--- config.mk ---
export PLATFORM = sky130hd
export DESIGN_NAME = tpm_cmd_parser
export DESIGN_NICKNAME = d
export VERILOG_FILES = /design/src/rtl/tpm_pkg.sv /design/src/rtl/tpm_byte_shifter.sv /design/src/rtl/tpm_cmd_parser.sv
export SDC_FILE = /design/constraint.sdc
export NUM_CORES = 1
export LEC_CHECK = 0
export CAP_MARGIN = 20
export CORE_UTILIZATION = 45
export CTS_CLUSTER_DIAMETER = 30
export DETAILED_ROUTE_END_ITERATION = 8
export PLACE_DENSITY = 0.66
export RECOVER_POWER = 25
export SYNTH_ARGS = -nofsm -noshare
export SYNTH_HDL_FRONTEND = slang
export SYNTH_SLANG_ARGS = --single-unit
--- constraint.sdc ---
create_clock -name clock -period 4 [get_ports clock]
set_input_delay 0.4 -clock clock [delete_from_list [all_inputs] [get_ports clock]]
set_output_delay 0.4 -clock clock [all_outputs]
set_load 0.005 [all_outputs]
--- src/rtl/tpm_pkg.sv ---
// Shared definitions for the TPM command-frame parser.
//   - TPM command codes and structure tags used by the parser and its consumers
//   - Frame size limits (header size, maximum commandSize)
//   - Error code and parser state encodings
//   - tag_is_valid(): structure-tag check used when TPM_TAG_CHECK_EN is defined
package tpm_pkg;

    localparam logic [31:0] TPM_CC_SELF_TEST      = 32'h0000_0143;
    localparam logic [31:0] TPM_CC_STARTUP        = 32'h0000_0144;
    localparam logic [31:0] TPM_CC_SHUTDOWN       = 32'h0000_0145;
    localparam logic [31:0] TPM_CC_GET_CAPABILITY = 32'h0000_017A;
    localparam logic [31:0] TPM_CC_GET_RANDOM     = 32'h0000_017B;

    localparam logic [15:0] TPM_ST_NO_SESSIONS = 16'h8001;
    localparam logic [15:0] TPM_ST_SESSIONS    = 16'h8002;

    localparam logic [31:0] TPM_HDR_SIZE     = 32'd10;
    localparam logic [31:0] TPM_MAX_CMD_SIZE = 32'd4096;

    // Remaining-byte counter width: holds up to TPM_MAX_CMD_SIZE-6.
    localparam int unsigned TPM_CNT_W = 13;

    typedef enum logic [1:0] {
        ERR_NONE       = 2'd0,
        ERR_SIZE_SMALL = 2'd1,
        ERR_SIZE_LARGE = 2'd2,
        ERR_BAD_TAG    = 2'd3
    } tpm_err_e;

    typedef enum logic [2:0] {
        ST_IDLE    = 3'd0,
        ST_TAG     = 3'd1,
        ST_SIZE    = 3'd2,
        ST_CC      = 3'd3,
        ST_PARAM   = 3'd4,
        ST_DRAIN   = 3'd5,
        ST_PRESENT = 3'd6,
        ST_ERROR   = 3'd7
    } tpm_state_e;

    function automatic logic tag_is_valid(input logic [15:0] tag);
        return (tag == TPM_ST_NO_SESSIONS) || (tag == TPM_ST_SESSIONS);
    endfunction

endpackage

--- src/rtl/tpm_byte_shifter.sv ---
// Big-endian field assembler.
//   clock, reset_n : clock, async active-low reset
//   data_i         : accepted byte
//   load_i         : start a new field with data_i as its first byte
//   shift_i        : append data_i as the next (less significant) byte
//   field_o        : field value including the byte presented this cycle,
//                    so the caller can capture a completed field on its last byte
module tpm_byte_shifter (
    input  logic        clock,
    input  logic        reset_n,
    input  logic [7:0]  data_i,
    input  logic        load_i,
    input  logic        shift_i,
    output logic [31:0] field_o
);

    logic [31:0] acc_q;
    logic [31:0] acc_d;

    always_comb begin
        acc_d = acc_q;
        if (load_i) begin
            acc_d = {24'h00_0000, data_i};
        end else if (shift_i) begin
            acc_d = {acc_q[23:0], data_i};
        end
    end

    always_ff @(posedge clock or negedge reset_n) begin
        if (!reset_n) begin
            acc_q <= '0;
        end else begin
            acc_q <= acc_d;
        end
    end

    assign field_o = acc_d;

endmodule

--- src/rtl/tpm_cmd_parser.sv ---
// TPM command-frame header parser.
// Frame: tag[2] commandSize[4] commandCode[4] params[commandSize-10], big-endian.
//   rx_data/rx_valid/rx_ready : byte stream in, accepted on rx_valid && rx_ready
//   tpm_cc, cmd_param, cmd_tag, cmd_size : fields of the last presented frame
//   cmd_valid / err, err_code : frame result, held until cmd_ack
// Optional: TPM_TAG_CHECK_EN rejects tags other than 0x8001/0x8002 (err_code 3)
// after draining the frame.
//
// state   | meaning
// IDLE    | waiting for tag byte 0
// TAG     | tag byte 0 taken, waiting for tag byte 1
// SIZE    | collecting 4 commandSize bytes
// CC      | collecting 4 commandCode bytes
// PARAM   | capturing the first (up to) two parameter bytes
// DRAIN   | discarding remaining parameter bytes
// PRESENT | frame presented on cmd_valid until cmd_ack
// ERROR   | frame rejected on err until cmd_ack
module tpm_cmd_parser
    import tpm_pkg::*;
(
    input  logic        clock,
    input  logic        reset_n,
    input  logic [7:0]  rx_data,
    input  logic        rx_valid,
    output logic        rx_ready,
    output logic [31:0] tpm_cc,
    output logic [15:0] cmd_param,
    output logic [15:0] cmd_tag,
    output logic [31:0] cmd_size,
    output logic        cmd_valid,
    input  logic        cmd_ack,
    output logic        err,
    output logic [1:0]  err_code
);

    tpm_state_e           state_q;
    logic [1:0]           idx_q;
    logic [TPM_CNT_W-1:0] cnt_q;
    logic [15:0]          tag_hold_q;
    logic [31:0]          size_hold_q;
    logic [31:0]          cc_hold_q;
    logic [15:0]          param_hold_q;
    logic [31:0]          tpm_cc_q;
    logic [15:0]          cmd_param_q;
    logic [15:0]          cmd_tag_q;
    logic [31:0]          cmd_size_q;
    logic                 cmd_valid_q;
    logic                 err_q;
    tpm_err_e             err_code_q;

    logic        accept;
    logic        sh_load;
    logic        sh_shift;
    logic [31:0] sh_field;
    logic        fin;
    logic [31:0] fin_cc;
    logic [15:0] fin_param;
    logic        tag_ok;

    assign rx_ready = (state_q != ST_PRESENT) && (state_q != ST_ERROR);
    assign accept   = rx_valid && rx_ready;

    // Every multi-byte field starts with a load; DRAIN bytes leave the shifter alone.
    always_comb begin
        sh_load  = 1'b0;
        sh_shift = 1'b0;
        case (state_q)
            ST_IDLE:                   sh_load  = accept;
            ST_TAG:                    sh_shift = accept;
            ST_SIZE, ST_CC, ST_PARAM: begin
                sh_load  = accept && (idx_q == 2'd0);
                sh_shift = accept && (idx_q != 2'd0);
            end
            default: ;
        endcase
    end

    tpm_byte_shifter u_shifter (
        .clock   (clock),
        .reset_n (reset_n),
        .data_i  (rx_data),
        .load_i  (sh_load),
        .shift_i (sh_shift),
        .field_o (sh_field)
    );

    // fin marks acceptance of the last byte of a well-sized frame
    // (counter about to reach zero).
    always_comb begin
        fin       = 1'b0;
        fin_cc    = cc_hold_q;
        fin_param = param_hold_q;
        case (state_q)
            ST_CC: begin
                fin       = accept && (idx_q == 2'd3) && (cnt_q == 13'd1);
                fin_cc    = sh_field;
                fin_param = 16'h0000;
            end
            ST_PARAM: begin
                fin       = accept && (cnt_q == 13'd1);
                fin_param = (idx_q == 2'd0) ? {8'h00, rx_data} : sh_field[15:0];
            end
            ST_DRAIN: fin = accept && (cnt_q == 13'd1);
            default: ;
        endcase
    end

`ifdef TPM_TAG_CHECK_EN
    assign tag_ok = tag_is_valid(tag_hold_q);
`else
    assign tag_ok = 1'b1;
`endif

    always_ff @(posedge clock or negedge reset_n) begin
        if (!reset_n) begin
            state_q      <= ST_IDLE;
            idx_q        <= '0;
            cnt_q        <= '0;
            tag_hold_q   <= '0;
            size_hold_q  <= '0;
            cc_hold_q    <= '0;
            param_hold_q <= '0;
            tpm_cc_q     <= '0;
            cmd_param_q  <= '0;
            cmd_tag_q    <= '0;
            cmd_size_q   <= '0;
            cmd_valid_q  <= 1'b0;
            err_q        <= 1'b0;
            err_code_q   <= ERR_NONE;
        end else begin
            case (state_q)
                ST_IDLE: if (accept) state_q <= ST_TAG;
                ST_TAG: if (accept) begin
                    tag_hold_q <= sh_field[15:0];
                    idx_q      <= '0;
                    state_q    <= ST_SIZE;
                end
                ST_SIZE: if (accept) begin
                    idx_q <= idx_q + 2'd1;
                    if (idx_q == 2'd3) begin
                        size_hold_q <= sh_field;
                        if (sh_field < TPM_HDR_SIZE) begin
                            state_q    <= ST_ERROR;
                            err_q      <= 1'b1;
                            err_code_q <= ERR_SIZE_SMALL;
                        end else if (sh_field > TPM_MAX_CMD_SIZE) begin
                            state_q    <= ST_ERROR;
                            err_q      <= 1'b1;
                            err_code_q <= ERR_SIZE_LARGE;
                        end else begin
                            cnt_q   <= sh_field[TPM_CNT_W-1:0] - 13'd6;
                            state_q <= ST_CC;
                        end
                    end
                end
                ST_CC: if (accept) begin
                    cnt_q <= cnt_q - 13'd1;
                    idx_q <= idx_q + 2'd1;
                    if (idx_q == 2'd3) begin
                        cc_hold_q <= sh_field;
                        state_q   <= ST_PARAM;
                    end
                end
                ST_PARAM: if (accept) begin
                    cnt_q <= cnt_q - 13'd1;
                    if (idx_q == 2'd0) begin
                        idx_q <= 2'd1;
                    end else begin
                        param_hold_q <= sh_field[15:0];
                        state_q      <= ST_DRAIN;
                    end
                end
                ST_DRAIN: if (accept) cnt_q <= cnt_q - 13'd1;
                ST_PRESENT, ST_ERROR: if (cmd_ack) begin
                    state_q     <= ST_IDLE;
                    idx_q       <= '0;
                    cnt_q       <= '0;
                    cmd_valid_q <= 1'b0;
                    err_q       <= 1'b0;
                    err_code_q  <= ERR_NONE;
                end
                default: state_q <= ST_IDLE;
            endcase

            // Frame completion overrides the per-state next state above.
            if (fin) begin
                idx_q <= '0;
                cnt_q <= '0;
                if (tag_ok) begin
                    state_q     <= ST_PRESENT;
                    cmd_valid_q <= 1'b1;
                    tpm_cc_q    <= fin_cc;
                    cmd_param_q <= fin_param;
                    cmd_tag_q   <= tag_hold_q;
                    cmd_size_q  <= size_hold_q;
                end else begin
                    state_q    <= ST_ERROR;
                    err_q      <= 1'b1;
                    err_code_q <= ERR_BAD_TAG;
                end
            end
        end
    end

    assign tpm_cc    = tpm_cc_q;
    assign cmd_param = cmd_param_q;
    assign cmd_tag   = cmd_tag_q;
    assign cmd_size  = cmd_size_q;
    assign cmd_valid = cmd_valid_q;
    assign err       = err_q;
    assign err_code  = err_code_q;

endmodule

run_1/layer_met1.png
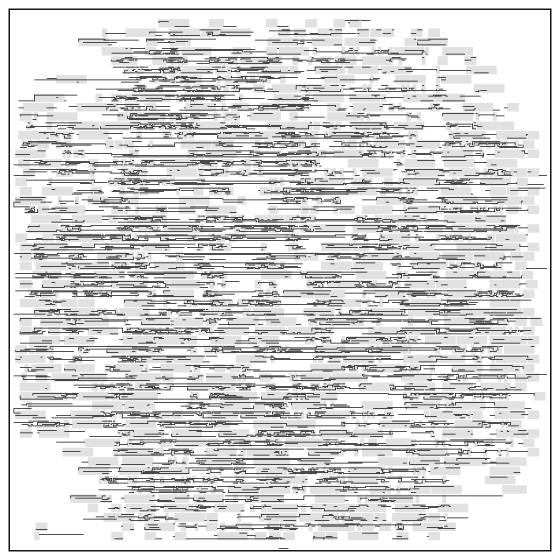
longest straight run	72.7 um
share of all routed wire	49%
wire length on this layer	14300 um
nets with wire on the layer	1216
main direction	horizontal
met1 usage in global routing: 0.370
Post-Route WL: 29400 um

run_1/layer_met2.png
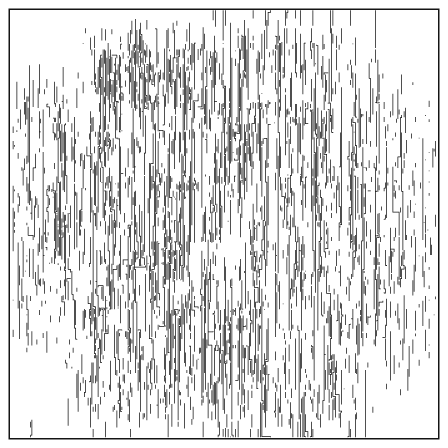
nets with wire on the layer	1074
main direction	vertical
share of all routed wire	44%
wire length on this layer	12900 um
longest straight run	51.3 um
met2 layer usage reported by global route: 0.374
vias: 8938

==> impl_metrics.py, run 1 <==
# Auto-generated metrics
metrics = {
    "synthesis": {
        "topCellsByArea": "dfrtp_1, nand2_1, o21ai_0",
        "mux_share": 0.0303,
        "top_logic_kind": "simple AND/OR/NAND/NOR gates",
        "syn_inst": 1212,
        "ys_async_sr_fraction": 1.00,
        "compound_area_frac": 0.139,
        "postSynthSeqShare": 0.565,
        "synth-xor-area-share": 0.00804,
        "ys_types": 58,
        "top_area_cell": "dfrtp_1",
        "top_cell_area_share": 0.565,
    },
    "sta": {
        "finalSetupViolCount": 0,
        "slew_viol_final": 111,
        "max_freq_mhz": 266,
        "rsz0062_at_grt": "false",
        "finalCriticalPeriod_ns": 3.76,
        "clock_skew_ns": 0.0236,
        "fin_hold_ws_ns": 0.459,
        "finalCritPeriodShare": 0.940,
    },
    "worst_setup_path": {
        "reg2reg_depth": 12,
        "cp-endpoint": "cnt_q[8]$_DFFE_PN0P_",
        "reg2reg_from": "idx_q[0]$_DFFE_PN0P_",
        "cp-end-kind": "register",
        "r2r_end": "cnt_q[8]$_DFFE_PN0P_",
    },
    "cells_and_area": {
        "antenna_cells": 0,
        "lay_top_cells": "nand2_1, dfrtp_1, o21ai_0",
        "drive_gt1_frac": 0.112,
        "flops": 246,
        "regArea_mm2": 0.00616,
        "nNonClkInverters": 29,
        "seqAreaFraction": 0.436,
    },
    "drt": {
        "wl_per_cell_um": 17.4,
        "antenna_left": 0,
        "top_layer_used": "met4",
        "wl_met1_um": 14300,
        "viasPerCell": 5.27,
    },
    "cts": {
        "cts_resized": 0,
        "numCtsBuffers": 50,
    },
    "power_and_ir_drop": {
        "p_int_mw": 6.94,
        "clkPwrFrac": 0.389,
        "powerComb_mw": 3.01,
        "seqPwrFrac": 0.328,
        "power_sequential_mw": 3.49,
    },
    "global_route": {
        "first_global_vias": 8808,
        "grt_usage": 0.250,
        "top_usage_layer": "met2",
    },
    "flow_run": {
        "maxCapViolations": 1,
    },
    "outcome": {
        "violations": "capacitance limit, slew limit",
        "outcome": "finished with violations",
    },
    "die": {
        "core_area_mm2": 0.0236,
    },
    "worst_hold_path": {
        "min-delay-start": "cmd_size[30]$_DFFE_PN0P_",
    },
}
run_1/layer_met4.png
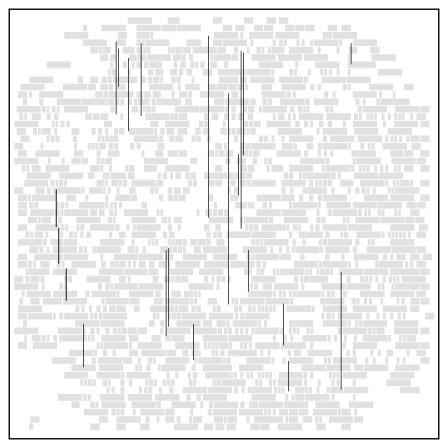
nets with wire on the layer	14
wire length on this layer	573 um
main direction	vertical

run 1: worst max-delay path: stages (launching register included):
cell,delay (ns)
dfrtp_1,0.39
inv_1,0.06
ha_1,0.28
nor4b_4,0.61
nand2_2,0.27
nand3_1,0.17
nand2_1,0.07
nand2_2,0.15
inv_2,0.10
or4_4,0.53
o211a_1,0.29
o21a_1,0.35
mux2_4,0.35
run 1: cells in the mapped netlist, drive strengths merged, types with 8 or more instances:
| library cell | instances |
|---|---|
| a21oi | 81 |
| a22oi | 10 |
| buf | 12 |
| clkbuf | 61 |
| dfrtp | 246 |
| inv | 29 |
| mux2i | 24 |
| nand2 | 396 |
| nand3 | 12 |
| nor2 | 72 |
| nor2b | 8 |
| nor3 | 32 |
| nor4 | 10 |
| o21ai | 123 |
run_1/congestion.png
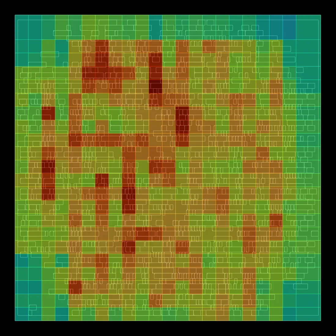

==> run 2, diff against run 1 <==
CORE_MARGIN = 4   (was default)
run_2/congestion.png
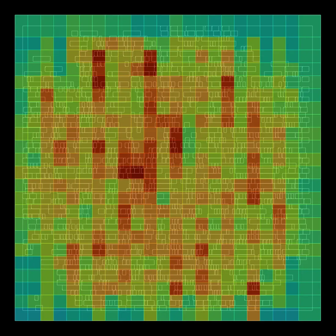
Util after Layout: 0.597
Top Usage Layer GRT: met2
met1 usage in global routing: 0.336
met3 Use GR: 0.0379

run_2/layer_met1.png
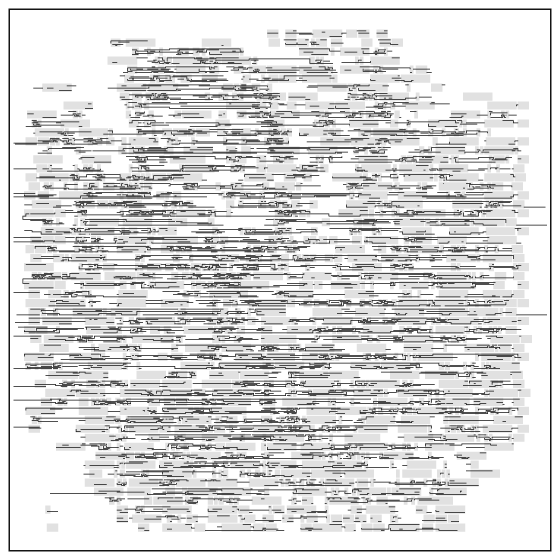
wire length on this layer	13800 um
nets with wire on the layer	1233
longest straight run	49.7 um
main direction	horizontal
share of all routed wire	46%

==> impl_metrics.py, run 2 <==
# Auto-generated metrics
metrics = {
    "worst_setup_path": {
        "path_cells": "inv_1 -> ha_1 -> nor4b_4 -> nand2_2 -> nand3_1 -> nand2_1 -> nand2_2 -> inv_2 -> or4_4 -> o211a_1 -> o21a_1 -> mux2_4",
        "cp_num_buf_inv": 2,
        "reg2reg_from": "idx_q[0]$_DFFE_PN0P_",
        "slowest_stage": "nor4b_4",
        "cp-endpoint": "cnt_q[12]$_DFFE_PN0P_",
        "crit_top_cell": "nand2_2",
        "path_depth": 12,
        "cp_top_family": "simple AND/OR/NAND/NOR gates",
        "reg2reg_depth": 12,
        "slowest_delay_ns": 0.54,
        "cp-end-kind": "register",
        "reg2reg_slack_ns": 0.42,
        "r2r_end": "cnt_q[12]$_DFFE_PN0P_",
    },
    "synthesis": {
        "synthMostInstantiatedCell": "nand2_1",
        "common_cells": "nand2_1, dfrtp_1, o21ai_0",
        "postSynthSeqShare": 0.565,
        "yosysWarnings": 0,
        "syn_inst": 1212,
        "topCellsByArea": "dfrtp_1, nand2_1, o21ai_0",
        "top_cell_area_share": 0.565,
        "ys_async_sr_fraction": 1.00,
        "ys_types": 58,
        "top_area_cell": "dfrtp_1",
        "edf_count": 0,
        "synth_area_per_cell_um2": 8.99,
    },
    "die": {
        "die_x_um": 164,
        "dieArea_mm2": 0.0268,
        "fp.dieH_um": 164,
        "core_area_mm2": 0.0236,
        "num_rows": 56,
    },
    "cells_and_area": {
        "regArea_mm2": 0.00616,
        "drive_gt1_frac": 0.110,
        "antenna_cells": 0,
        "lay_top_cells": "nand2_1, dfrtp_1, o21ai_0",
        "n_clock_buffer": 59,
        "nNonClkInverters": 29,
        "fin_cells": 1697,
        "flops": 246,
        "seqAreaFraction": 0.437,
        "syn_to_final_growth_pct": 29.3,
    },
    "outcome": {
        "outcome": "finished with violations",
        "violations": "capacitance limit, slew limit",
    },
    "drt": {
        "antenna_left": 0,
        "drc": 0,
        "met2_wirelength_um": 13600,
        "dr.pass1.iters": 6,
        "viasPerCell": 5.35,
        "wl_met1_um": 13800,
        "wl_per_cell_um": 17.7,
        "top_layer_used": "met4",
        "vias": 9081,
        "wirelength_um": 30000,
    },
    "power_and_ir_drop": {
        "clkPwrFrac": 0.384,
        "p_int_mw": 6.82,
        "seqPwrFrac": 0.331,
        "p_sw_frac": 0.355,
    },
    "global_route": {
        "first_global_vias": 9050,
        "grt_usage": 0.229,
        "met2_usage": 0.349,
    },
    "cts": {
        "clockBufferDepth": 3,
        "cts_max_level": 2,
        "numCtsBuffers": 48,
        "cts_resized": 0,
    },
    "sta": {
        "slew_viol_final": 76,
        "finalCritPeriodShare": 0.895,
        "rsz0062_at_grt": "false",
        "fin_hold_ws_ns": 0.459,
        "setup-tns-final_ns": 0,
        "clock_skew_ns": 0.0190,
        "max_freq_mhz": 279,
        "finalCriticalPeriod_ns": 3.58,
        "finalSetupViolCount": 0,
    },
    "worst_hold_path": {
        "hold_path.class": "reg2reg",
        "worstHoldPathCells": 2,
        "min-delay-start": "cmd_tag[3]$_DFFE_PN0P_",
    },
    "flow_run": {
        "maxCapViolations": 1,
        "warning_count": 30,
    },
    "placed_design": {
        "post-place-ws_ns": 0.264,
        "place_area_mm2": 0.0124,
    },
}
run_2/cell_density.png
The bar under the picture is 50 um long. 16 x 16 tiles, from dark blue (low) to red (high), 0 to 100% covered.
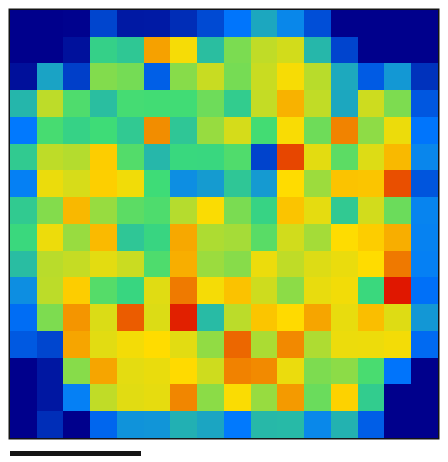
mean over tiles	51%
fullest tile	97%
tiles over 75% full	16%
nearly empty tiles	8.2%

==> run 2: power groups by stage <==
stage	Clock, mW	Combinational (mW)	Sequential, mW
after floorplan	0	2.12	3.36
after global placement	0	2.98	3.51
after detailed placement	0	2.99	3.52
after CTS	4.13	3.01	3.48
after global routing	4.26	3.34	3.55
final	4.05	3.02	3.49
==> run 2: kinds of logic (layout without fill, tap and decap cells) <==
kind of cell / count (synthesis) / in the layout / share of synthesized area
AOI/OAI and AO/OA: 258 / 258 / 0.139
adders and majority gates: 5 / 5 / 0.00574
buffers and inverters: 102 / 268 / 0.0384
DFF: 246 / 246 / 0.565
and+or+nand+nor: 560 / 560 / 0.214
xor gates and xnor gates: 10 / 10 / 0.00804
muxes: 31 / 31 / 0.0303
Power is estimated from default activity; no workload was simulated.
